**src/rtl/accum_xbar_arb_if.sv**
```systemverilog
// Bus bundle between the compute/DMA masters, the accumulator crossbar and the zone banks.
// The slave modport is the crossbar's view; the master modport is the environment's view.
interface accum_xbar_arb_if #(
  parameter int NUM_MASTERS = 2,
  parameter int ZONE_WIDTH  = 2,
  parameter int NUM_BANKS   = 4,
  parameter int ADDR_WIDTH  = 9,
  parameter int DATA_WIDTH  = 64
);
  localparam int NZ = 2**ZONE_WIDTH;

  logic [NUM_MASTERS-1:0]            m_wr_valid, m_wr_ready, m_accum_en;
  logic [NUM_MASTERS*ZONE_WIDTH-1:0] m_wr_zone, m_rd_zone;
  logic [NUM_MASTERS*ADDR_WIDTH-1:0] m_wr_addr, m_rd_addr;
  logic [NUM_MASTERS*NUM_BANKS-1:0]  m_wr_mask, m_rd_mask;
  logic [NUM_MASTERS*DATA_WIDTH-1:0] m_wdata, m_rdata;
  logic [NUM_MASTERS-1:0]            m_rd_valid, m_rd_ready, m_rvalid;

  logic [NZ-1:0]            z_wr_valid, z_wr_ready, z_accum_en;
  logic [NZ-1:0]            z_rd_valid, z_rd_ready, z_rvalid;
  logic [NZ*ADDR_WIDTH-1:0] z_wr_addr, z_rd_addr;
  logic [NZ*NUM_BANKS-1:0]  z_wr_mask, z_rd_mask;
  logic [NZ*DATA_WIDTH-1:0] z_wdata, z_rdata;

  modport slave (
    input  m_wr_valid, m_wr_zone, m_wr_addr, m_wr_mask, m_accum_en, m_wdata,
           m_rd_valid, m_rd_zone, m_rd_addr, m_rd_mask,
           z_wr_ready, z_rd_ready, z_rvalid, z_rdata,
    output m_wr_ready, m_rd_ready, m_rvalid, m_rdata,
           z_wr_valid, z_wr_addr, z_wr_mask, z_accum_en, z_wdata,
           z_rd_valid, z_rd_addr, z_rd_mask
  );

  modport master (
    output m_wr_valid, m_wr_zone, m_wr_addr, m_wr_mask, m_accum_en, m_wdata,
           m_rd_valid, m_rd_zone, m_rd_addr, m_rd_mask,
           z_wr_ready, z_rd_ready, z_rvalid, z_rdata,
    input  m_wr_ready, m_rd_ready, m_rvalid, m_rdata,
           z_wr_valid, z_wr_addr, z_wr_mask, z_accum_en, z_wdata,
           z_rd_valid, z_rd_addr, z_rd_mask
  );
endinterface

```
**src/rtl/accum_xbar_arb.sv**
```systemverilog
// M-master x Z-zone crossbar for the accumulator banks: per-zone write/read arbitration with
// grant lock, and per-zone read tag FIFOs that steer responses back to the issuing master.
module accum_xbar_arb #(
  parameter int NUM_MASTERS = 2,
  parameter int ZONE_WIDTH  = 2,
  parameter int NUM_BANKS   = 4,
  parameter int ADDR_WIDTH  = 9,
  parameter int DATA_WIDTH  = 64,
  parameter int TAG_DEPTH   = 4,
  parameter int MAX_OUT     = 4
) (
  input  logic clk,
  input  logic rst,
  input  logic arb_mode,
  accum_xbar_arb_if.slave bus,
  output logic err_unexp_rsp
);
  localparam int NZ  = 2**ZONE_WIDTH;
  localparam int MIW = (NUM_MASTERS > 1) ? $clog2(NUM_MASTERS) : 1;
  localparam int CW  = $clog2(MAX_OUT + 1);
  localparam int PW  = $clog2(TAG_DEPTH);
  localparam int ZW  = ZONE_WIDTH;
  localparam int AW  = ADDR_WIDTH;
  localparam int BW  = NUM_BANKS;
  localparam int DW  = DATA_WIDTH;
  localparam logic [PW:0] PTR_ONE = (PW+1)'(1);

  typedef logic [MIW-1:0] mid_t;

  mid_t                   wr_rr [NZ];
  mid_t                   rd_rr [NZ];
  mid_t                   wr_lock_id [NZ];
  mid_t                   rd_lock_id [NZ];
  mid_t                   wr_win [NZ];
  mid_t                   rd_win [NZ];
  logic [NZ-1:0]          wr_lock, rd_lock, wr_has, rd_has, wr_hs, rd_hs;
  logic [NUM_MASTERS-1:0] wr_req [NZ];
  logic [NUM_MASTERS-1:0] rd_req [NZ];

  mid_t          tag_mem [NZ][TAG_DEPTH];
  logic [PW:0]   tag_wp [NZ];
  logic [PW:0]   tag_rp [NZ];
  logic [NZ-1:0] tag_full, tag_empty, tag_pop;

  logic [CW-1:0] outst [NUM_MASTERS];
  logic [ZW-1:0] rd_zone [NUM_MASTERS];

  // Returns {found, winner}; fixed mode scans from master 0, round-robin from ptr.
  function automatic logic [MIW:0] pick(input logic [NUM_MASTERS-1:0] req, input mid_t ptr,
                                        input logic fixed);
    logic [MIW:0] r;
    int idx;
    r = '0;
    for (int k = NUM_MASTERS - 1; k >= 0; k--) begin
      idx = fixed ? k : (int'(ptr) + k) % NUM_MASTERS;
      if (req[idx]) r = {1'b1, MIW'(idx)};
    end
    return r;
  endfunction

  function automatic mid_t nxt(input mid_t w);
    return MIW'((int'(w) + 1) % NUM_MASTERS);
  endfunction

  always_comb begin : arb
    tag_full        = '0;
    tag_empty       = '0;
    wr_has          = '0;
    rd_has          = '0;
    wr_hs           = '0;
    rd_hs           = '0;
    bus.m_wr_ready  = '0;
    bus.m_rd_ready  = '0;
    bus.z_wr_valid  = '0;
    bus.z_rd_valid  = '0;
    bus.z_wr_addr   = '0;
    bus.z_wr_mask   = '0;
    bus.z_accum_en  = '0;
    bus.z_wdata     = '0;
    bus.z_rd_addr   = '0;
    bus.z_rd_mask   = '0;
    for (int z = 0; z < NZ; z++) begin
      wr_req[z] = '0;
      rd_req[z] = '0;
      wr_win[z] = '0;
      rd_win[z] = '0;
      tag_empty[z] = (tag_wp[z] == tag_rp[z]);
      tag_full[z]  = (tag_wp[z] == {~tag_rp[z][PW], tag_rp[z][PW-1:0]});
      for (int i = 0; i < NUM_MASTERS; i++) begin
        wr_req[z][i] = bus.m_wr_valid[i] && (bus.m_wr_zone[i*ZW +: ZW] == ZW'(z));
        rd_req[z][i] = bus.m_rd_valid[i] && (bus.m_rd_zone[i*ZW +: ZW] == ZW'(z))
                       && (outst[i] < CW'(MAX_OUT))
                       && ((outst[i] == '0) || (rd_zone[i] == ZW'(z)))
                       && !tag_full[z];
      end
      // A stalled grant is held until its handshake, whatever else is requesting.
      if (wr_lock[z]) begin
        wr_win[z] = wr_lock_id[z];
        wr_has[z] = bus.m_wr_valid[wr_lock_id[z]];
      end else begin
        {wr_has[z], wr_win[z]} = pick(wr_req[z], wr_rr[z], arb_mode);
      end
      if (rd_lock[z]) begin
        rd_win[z] = rd_lock_id[z];
        rd_has[z] = bus.m_rd_valid[rd_lock_id[z]];
      end else begin
        {rd_has[z], rd_win[z]} = pick(rd_req[z], rd_rr[z], arb_mode);
      end
      bus.z_wr_valid[z] = wr_has[z] && !rst;
      bus.z_rd_valid[z] = rd_has[z] && !rst;
      wr_hs[z] = wr_has[z] && !rst && bus.z_wr_ready[z];
      rd_hs[z] = rd_has[z] && !rst && bus.z_rd_ready[z];
      bus.z_wr_addr[z*AW +: AW] = bus.m_wr_addr[wr_win[z]*AW +: AW];
      bus.z_wr_mask[z*BW +: BW] = bus.m_wr_mask[wr_win[z]*BW +: BW];
      bus.z_accum_en[z]         = bus.m_accum_en[wr_win[z]];
      bus.z_wdata[z*DW +: DW]   = bus.m_wdata[wr_win[z]*DW +: DW];
      bus.z_rd_addr[z*AW +: AW] = bus.m_rd_addr[rd_win[z]*AW +: AW];
      bus.z_rd_mask[z*BW +: BW] = bus.m_rd_mask[rd_win[z]*BW +: BW];
      for (int i = 0; i < NUM_MASTERS; i++) begin
        if (wr_hs[z] && (wr_win[z] == MIW'(i))) bus.m_wr_ready[i] = 1'b1;
        if (rd_hs[z] && (rd_win[z] == MIW'(i))) bus.m_rd_ready[i] = 1'b1;
      end
    end
  end

  // The per-master zone lock keeps two zones from returning to one master in a cycle.
  always_comb begin : rsp
    mid_t h;
    h            = '0;
    tag_pop      = '0;
    bus.m_rvalid = '0;
    bus.m_rdata  = '0;
    for (int z = 0; z < NZ; z++) begin
      h = tag_mem[z][tag_rp[z][PW-1:0]];
      if (bus.z_rvalid[z] && !rst && !tag_empty[z] && (int'(h) < NUM_MASTERS)) begin
        tag_pop[z]                  = 1'b1;
        bus.m_rvalid[h]             = 1'b1;
        bus.m_rdata[h*DW +: DW]     = bus.z_rdata[z*DW +: DW];
      end
    end
  end

  always_ff @(posedge clk) begin
    for (int z = 0; z < NZ; z++) begin
      if (rd_hs[z]) tag_mem[z][tag_wp[z][PW-1:0]] <= rd_win[z];
    end
  end

  always_ff @(posedge clk) begin
    if (rst) begin
      for (int z = 0; z < NZ; z++) begin
        wr_rr[z]      <= '0;
        rd_rr[z]      <= '0;
        wr_lock_id[z] <= '0;
        rd_lock_id[z] <= '0;
        tag_wp[z]     <= '0;
        tag_rp[z]     <= '0;
      end
      wr_lock <= '0;
      rd_lock <= '0;
      for (int i = 0; i < NUM_MASTERS; i++) begin
        outst[i]   <= '0;
        rd_zone[i] <= '0;
      end
      err_unexp_rsp <= 1'b0;
    end else begin
      for (int z = 0; z < NZ; z++) begin
        wr_lock[z]    <= wr_has[z] && !bus.z_wr_ready[z];
        rd_lock[z]    <= rd_has[z] && !bus.z_rd_ready[z];
        wr_lock_id[z] <= wr_win[z];
        rd_lock_id[z] <= rd_win[z];
        if (wr_hs[z]) wr_rr[z] <= nxt(wr_win[z]);
        if (rd_hs[z]) begin
          rd_rr[z]  <= nxt(rd_win[z]);
          tag_wp[z] <= tag_wp[z] + PTR_ONE;
        end
        if (tag_pop[z]) tag_rp[z] <= tag_rp[z] + PTR_ONE;
        if (bus.z_rvalid[z] && tag_empty[z]) err_unexp_rsp <= 1'b1;
      end
      for (int i = 0; i < NUM_MASTERS; i++) begin
        outst[i] <= outst[i] + CW'(bus.m_rd_ready[i]) - CW'(bus.m_rvalid[i]);
        if (bus.m_rd_ready[i]) rd_zone[i] <= bus.m_rd_zone[i*ZW +: ZW];
      end
    end
  end
endmodule
```
**src/flat_wrapper.sv**
```systemverilog
// flat-port wrapper written by rule: the top's interface ports become plain ports
module accum_xbar_arb_flat 
#(
  parameter int NUM_MASTERS = 2,
  parameter int ZONE_WIDTH  = 2,
  parameter int NUM_BANKS   = 4,
  parameter int ADDR_WIDTH  = 9,
  parameter int DATA_WIDTH  = 64,
  parameter int TAG_DEPTH   = 4,
  parameter int MAX_OUT     = 4
)
  (clk, rst, arb_mode, err_unexp_rsp, bus_m_wr_valid, bus_m_wr_zone, bus_m_wr_addr, bus_m_wr_mask, bus_m_accum_en, bus_m_wdata, bus_m_rd_valid, bus_m_rd_zone, bus_m_rd_addr, bus_m_rd_mask, bus_z_wr_ready, bus_z_rd_ready, bus_z_rvalid, bus_z_rdata, bus_m_wr_ready, bus_m_rd_ready, bus_m_rvalid, bus_m_rdata, bus_z_wr_valid, bus_z_wr_addr, bus_z_wr_mask, bus_z_accum_en, bus_z_wdata, bus_z_rd_valid, bus_z_rd_addr, bus_z_rd_mask);
  accum_xbar_arb_if #(.NUM_MASTERS(NUM_MASTERS), .ZONE_WIDTH(ZONE_WIDTH), .NUM_BANKS(NUM_BANKS), .ADDR_WIDTH(ADDR_WIDTH), .DATA_WIDTH(DATA_WIDTH)) bus_i ();
  input  logic clk;
  input  logic rst;
  input  logic arb_mode;
  output logic err_unexp_rsp;
  input wire logic [$bits(bus_i.m_wr_valid)-1:0] bus_m_wr_valid;
  input wire logic [$bits(bus_i.m_wr_zone)-1:0] bus_m_wr_zone;
  input wire logic [$bits(bus_i.m_wr_addr)-1:0] bus_m_wr_addr;
  input wire logic [$bits(bus_i.m_wr_mask)-1:0] bus_m_wr_mask;
  input wire logic [$bits(bus_i.m_accum_en)-1:0] bus_m_accum_en;
  input wire logic [$bits(bus_i.m_wdata)-1:0] bus_m_wdata;
  input wire logic [$bits(bus_i.m_rd_valid)-1:0] bus_m_rd_valid;
  input wire logic [$bits(bus_i.m_rd_zone)-1:0] bus_m_rd_zone;
  input wire logic [$bits(bus_i.m_rd_addr)-1:0] bus_m_rd_addr;
  input wire logic [$bits(bus_i.m_rd_mask)-1:0] bus_m_rd_mask;
  input wire logic [$bits(bus_i.z_wr_ready)-1:0] bus_z_wr_ready;
  input wire logic [$bits(bus_i.z_rd_ready)-1:0] bus_z_rd_ready;
  input wire logic [$bits(bus_i.z_rvalid)-1:0] bus_z_rvalid;
  input wire logic [$bits(bus_i.z_rdata)-1:0] bus_z_rdata;
  output wire logic [$bits(bus_i.m_wr_ready)-1:0] bus_m_wr_ready;
  output wire logic [$bits(bus_i.m_rd_ready)-1:0] bus_m_rd_ready;
  output wire logic [$bits(bus_i.m_rvalid)-1:0] bus_m_rvalid;
  output wire logic [$bits(bus_i.m_rdata)-1:0] bus_m_rdata;
  output wire logic [$bits(bus_i.z_wr_valid)-1:0] bus_z_wr_valid;
  output wire logic [$bits(bus_i.z_wr_addr)-1:0] bus_z_wr_addr;
  output wire logic [$bits(bus_i.z_wr_mask)-1:0] bus_z_wr_mask;
  output wire logic [$bits(bus_i.z_accum_en)-1:0] bus_z_accum_en;
  output wire logic [$bits(bus_i.z_wdata)-1:0] bus_z_wdata;
  output wire logic [$bits(bus_i.z_rd_valid)-1:0] bus_z_rd_valid;
  output wire logic [$bits(bus_i.z_rd_addr)-1:0] bus_z_rd_addr;
  output wire logic [$bits(bus_i.z_rd_mask)-1:0] bus_z_rd_mask;
  assign bus_i.m_wr_valid = bus_m_wr_valid;
  assign bus_i.m_wr_zone = bus_m_wr_zone;
  assign bus_i.m_wr_addr = bus_m_wr_addr;
  assign bus_i.m_wr_mask = bus_m_wr_mask;
  assign bus_i.m_accum_en = bus_m_accum_en;
  assign bus_i.m_wdata = bus_m_wdata;
  assign bus_i.m_rd_valid = bus_m_rd_valid;
  assign bus_i.m_rd_zone = bus_m_rd_zone;
  assign bus_i.m_rd_addr = bus_m_rd_addr;
  assign bus_i.m_rd_mask = bus_m_rd_mask;
  assign bus_i.z_wr_ready = bus_z_wr_ready;
  assign bus_i.z_rd_ready = bus_z_rd_ready;
  assign bus_i.z_rvalid = bus_z_rvalid;
  assign bus_i.z_rdata = bus_z_rdata;
  assign bus_m_wr_ready = bus_i.m_wr_ready;
  assign bus_m_rd_ready = bus_i.m_rd_ready;
  assign bus_m_rvalid = bus_i.m_rvalid;
  assign bus_m_rdata = bus_i.m_rdata;
  assign bus_z_wr_valid = bus_i.z_wr_valid;
  assign bus_z_wr_addr = bus_i.z_wr_addr;
  assign bus_z_wr_mask = bus_i.z_wr_mask;
  assign bus_z_accum_en = bus_i.z_accum_en;
  assign bus_z_wdata = bus_i.z_wdata;
  assign bus_z_rd_valid = bus_i.z_rd_valid;
  assign bus_z_rd_addr = bus_i.z_rd_addr;
  assign bus_z_rd_mask = bus_i.z_rd_mask;
  accum_xbar_arb #(.NUM_MASTERS(NUM_MASTERS), .ZONE_WIDTH(ZONE_WIDTH), .NUM_BANKS(NUM_BANKS), .ADDR_WIDTH(ADDR_WIDTH), .DATA_WIDTH(DATA_WIDTH), .TAG_DEPTH(TAG_DEPTH), .MAX_OUT(MAX_OUT)) u_core (.clk(clk), .rst(rst), .arb_mode(arb_mode), .bus(bus_i), .err_unexp_rsp(err_unexp_rsp));
endmodule
```
**config.mk**
```make
export PLATFORM = sky130hd
export DESIGN_NAME = accum_xbar_arb_flat
export DESIGN_NICKNAME = d
export VERILOG_FILES = /design/src/rtl/accum_xbar_arb_if.sv /design/src/rtl/accum_xbar_arb.sv /design/src/flat_wrapper.sv
export SDC_FILE = /design/constraint.sdc
export NUM_CORES = 1
export LEC_CHECK = 0
export ABC_AREA = 1
export CORE_AREA = 2 2 379 381
export DETAILED_ROUTE_END_ITERATION = 10
export DIE_AREA = 0 0 381 383
export PLACE_DENSITY_LB_ADDON = 0.08
export SLEW_MARGIN = 15
export SYNTH_ARGS = -nofsm -noshare
export SYNTH_HDL_FRONTEND = slang
export SYNTH_SLANG_ARGS = --single-unit
```
**constraint.sdc**
```tcl
create_clock -name clk -period 3.25 [get_ports clk]
set_input_delay 0.4875 -clock clk [delete_from_list [all_inputs] [get_ports clk]]
set_output_delay 0.4875 -clock clk [all_outputs]
set_load 0.01 [all_outputs]
```
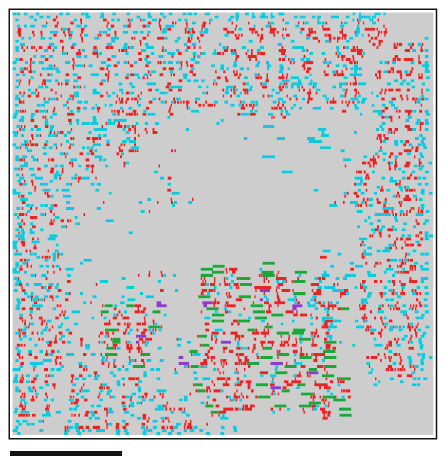
Figure 1: placed cells, one colour a class.
Scale bar: 100 µm. Fill, decap, tap and diode cells in grey.
Key: remaining logic cells = red [cells 2152, share of their area 40%]; clock drivers and dummy loads = purple [cells 16, share of their area 1.2%]; sequential cells = green [cells 75, share of their area 7.8%]; remaining buffers and delay cells = cyan [cells 1319, share of their area 51%]
final core occ: 0.1994
core area: 0.1423 mm²
cell row count: 139

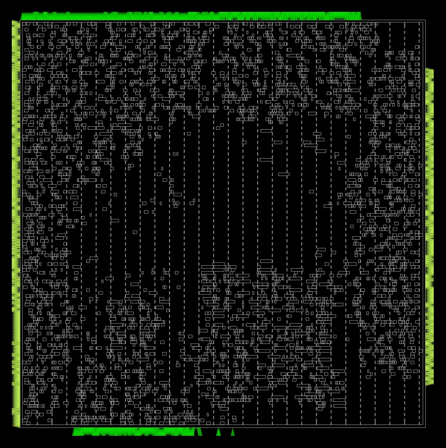
Figure 2: cell outlines without signal wires.
sequential cell area share: 0.07126
Flops: 75
fin cells: 5473
Well-Tap Cells: 1903

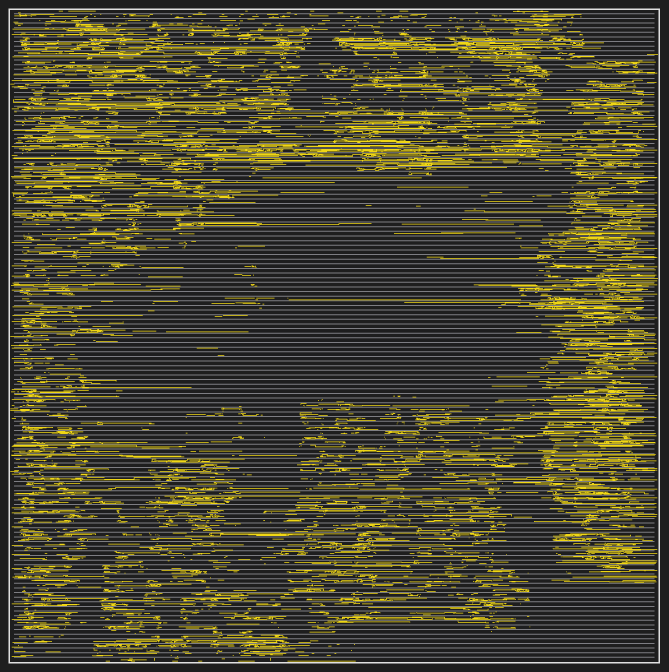
Figure 3: met1 routing.
Supply wires on this layer in grey.
3662 nets have wire on it. The wires run mostly horizontal.
vias: 20200
total length of routed wires: 122700 µm
grt met1 use: 0.1671

==> results_dict.tcl <==
# flow metrics
set metrics [dict create \
    clkTransAtPathRegs_ps 70 \
    fin_skew_ps 9.302 \
    top_cells_by_area "nand2_1 23%, o21ai_0 16%, edfxtp_1 12%" \
    report.final.hold_viol_count 0 \
    edf_count 52 \
    initCoreUtil 0.09154 \
    yosysWarnings 0 \
    ys_sh_simple 0.3809 \
    ys_sh_aoi 0.2810 \
    power.leakage_nw 13.43 \
    wire_per_inst_um 22.41 \
    async_flop_share 0 \
    yosys_area_mm2 0.01302 \
    reg2reg_depth 19 \
    grt_max_degree 47 \
    p_per_area_mw_per_mm2 266.5 \
    mux_share 0 \
    whs_path_depth 2 \
    drtIter0Drc 960 \
    slew-limit-headroom 0.7226 \
    xor_share 0.006053 \
    worst_pin_slew_ps 414.8 \
    vias_per_cell 3.691 \
    final_cell_mix "781 x nand2_1, 530 x clkdlybuf4s50_1, 414 x o21ai_0" \
    hpwlAfterDp_um 103700 \
    cts_tree "built" \
    syn_inst 2395 \
    globalRoute.totalOverflow 0 \
    status "complete, no violations" \
    seqPwrFrac 0.159 \
    switching_share 0.4447 \
    crit_required_ps 2760 \
    clock_latency_ps 370 \
    crit_path_end_kind "primary output" \
    grt_pass1_vias 20790 \
    fmax_mhz 315.3 \
    final_common_cell "nand2_1" \
    hp-class "reg2reg" \
    final-setup-viol-count 0 \
    start_kind "input pin" \
    drv_slew 0 \
    chip_area_mm2 0.1459 \
    antenna_found_initial 24 \
    num_io_pins 972 \
    synth_area_mm2 0.01302 \
    cts.sinks 75 \
    combPwrFrac 0.692 \
    critical_path_class "in2out" \
    yosys.area_share.adder 0.02613 \
    power.internal_w 0.004199 \
    synthesis.nets 2886 \
    yosysTopAreaCellShare 0.2283 \
    first_pass_iters 5 \
    rsz0062_at_grt "yes" \
    cts_root_buf "clkbuf_16" \
    period_needed_ps 3171 \
    ys_cells 2395 \
    die_y_um 383 \
    yosys.cell_types.count 44 \
    area_delta_synth_final_pct 117.9 \
    synthTopLogicFamily "simple AND/OR/NAND/NOR gates" \
    cp.arrival_ps 2680 \
    drtAntennaViolNets 0 \
]
-- cell usage after synthesis, types with 8 or more instances --
cell,instances
a21o_1,32
a21oi_1,155
buf_2,83
buf_4,18
buf_6,16
clkbuf_1,49
dfxtp_1,23
edfxtp_1,52
ha_1,24
inv_1,258
inv_2,15
nand2_1,792
nand2_2,9
nand3_1,151
nor2_1,97
nor2_2,15
nor3_1,40
o211ai_2,12
o21ai_0,427
o21ai_1,48
or2_2,17
xnor2_1,8
-- path summary, 6_finish.rpt --
kind                             start                    to
setup reg to reg   u_core.tag_rp[2][0]    u_core.outst[0][2]
setup / recovery      bus_m_wr_zone[1]       bus_z_wdata[86]
hold reg to reg   u_core.err_unexp_rsp  u_core.err_unexp_rsp
hold / removal    u_core.err_unexp_rsp  u_core.err_unexp_rsp
-- power by group through the flow --
stage | Combinational (W) | Clock [W] | Sequential (W)
global route | 0.00569 | 0.00121 | 0.00122
finish | 0.00524 | 0.00112 | 0.00120
floorplan | 0.00195 | 0 | 0.00120
detailed placement | 0.00543 | 0 | 0.00122
global placement | 0.00548 | 0 | 0.00123
CTS | 0.00538 | 0.00119 | 0.00121
-- state kept, by name (all words and copies together) (netlist names) --
| register | flops |
|---|---|
| u_core.wr_rr | 4 |
| u_core.wr_lock | 4 |
| u_core.tag_wp | 12 |
| u_core.rd_rr | 4 |
| u_core.rd_lock_id | 4 |
| u_core.outst | 6 |
| u_core.rd_lock | 4 |
| u_core.tag_rp | 12 |
| u_core.tag_mem | 16 |
| u_core.rd_zone | 4 |
| u_core.err_unexp_rsp | 1 |
| u_core.wr_lock_id | 4 |
-- per-layer routing --
metal | GRT usage | part of all wire | vias to the layer above
met4 | 0.03008 | 0.020 | 38
met2 | 0.3090 | 0.53 | 690
li1 | - | - | 10120
met1 | 0.1671 | 0.37 | 9245
met3 | 0.05320 | 0.079 | 106
met5 | 0 | 0.0019 | -
-- final cells by class --
class                           instances  area, µm²
Sequential cell                        75       2022
Fill cell                           16580     113900
Antenna cell                            8      20.02
Timing Repair Buffer                 1319      13230
Tap cell                             1903       2381
Inverter                              275       1081
Clock inverter                          7      88.84
Clock buffer                            9      225.2
Multi-Input combinational cell       1877       9321
-- worst max-delay path, stage by stage --
cell	delay (ps)
clkdlybuf4s50_1	440
buf_4	160
nor3_2	220
nand2_1	70
nand3_1	110
o21ai_4	110
buf_12	170
buf_12	150
o21ai_0	150
clkdlybuf4s50_1	600
-- through the flow --
step                setup WS, ps  utilization  hold slack, ps  TNS (ps)  instance area, µm²
floorplan                  242.3            -           467.9         0               13020
global placement          -309.1       0.1910           529.8    -51440               27180
detailed placement        -271.7       0.1910           537.8    -49740               27180
CTS                       -47.69       0.1970           554.1    -141.2               28020
global route              -103.5       0.1993           599.8    -181.0               28360
finish                     78.64       0.1994           531.3         0               28370
-- repair_timing --
item | in CTS | in global routing
setup buffers | 34 | 12
pin swaps | 9 | 6
cloned | 8 | 1
setup endpoints to repair | 421 | 203
resized | 393 | 255
Power and IR drop assume default switching activity.
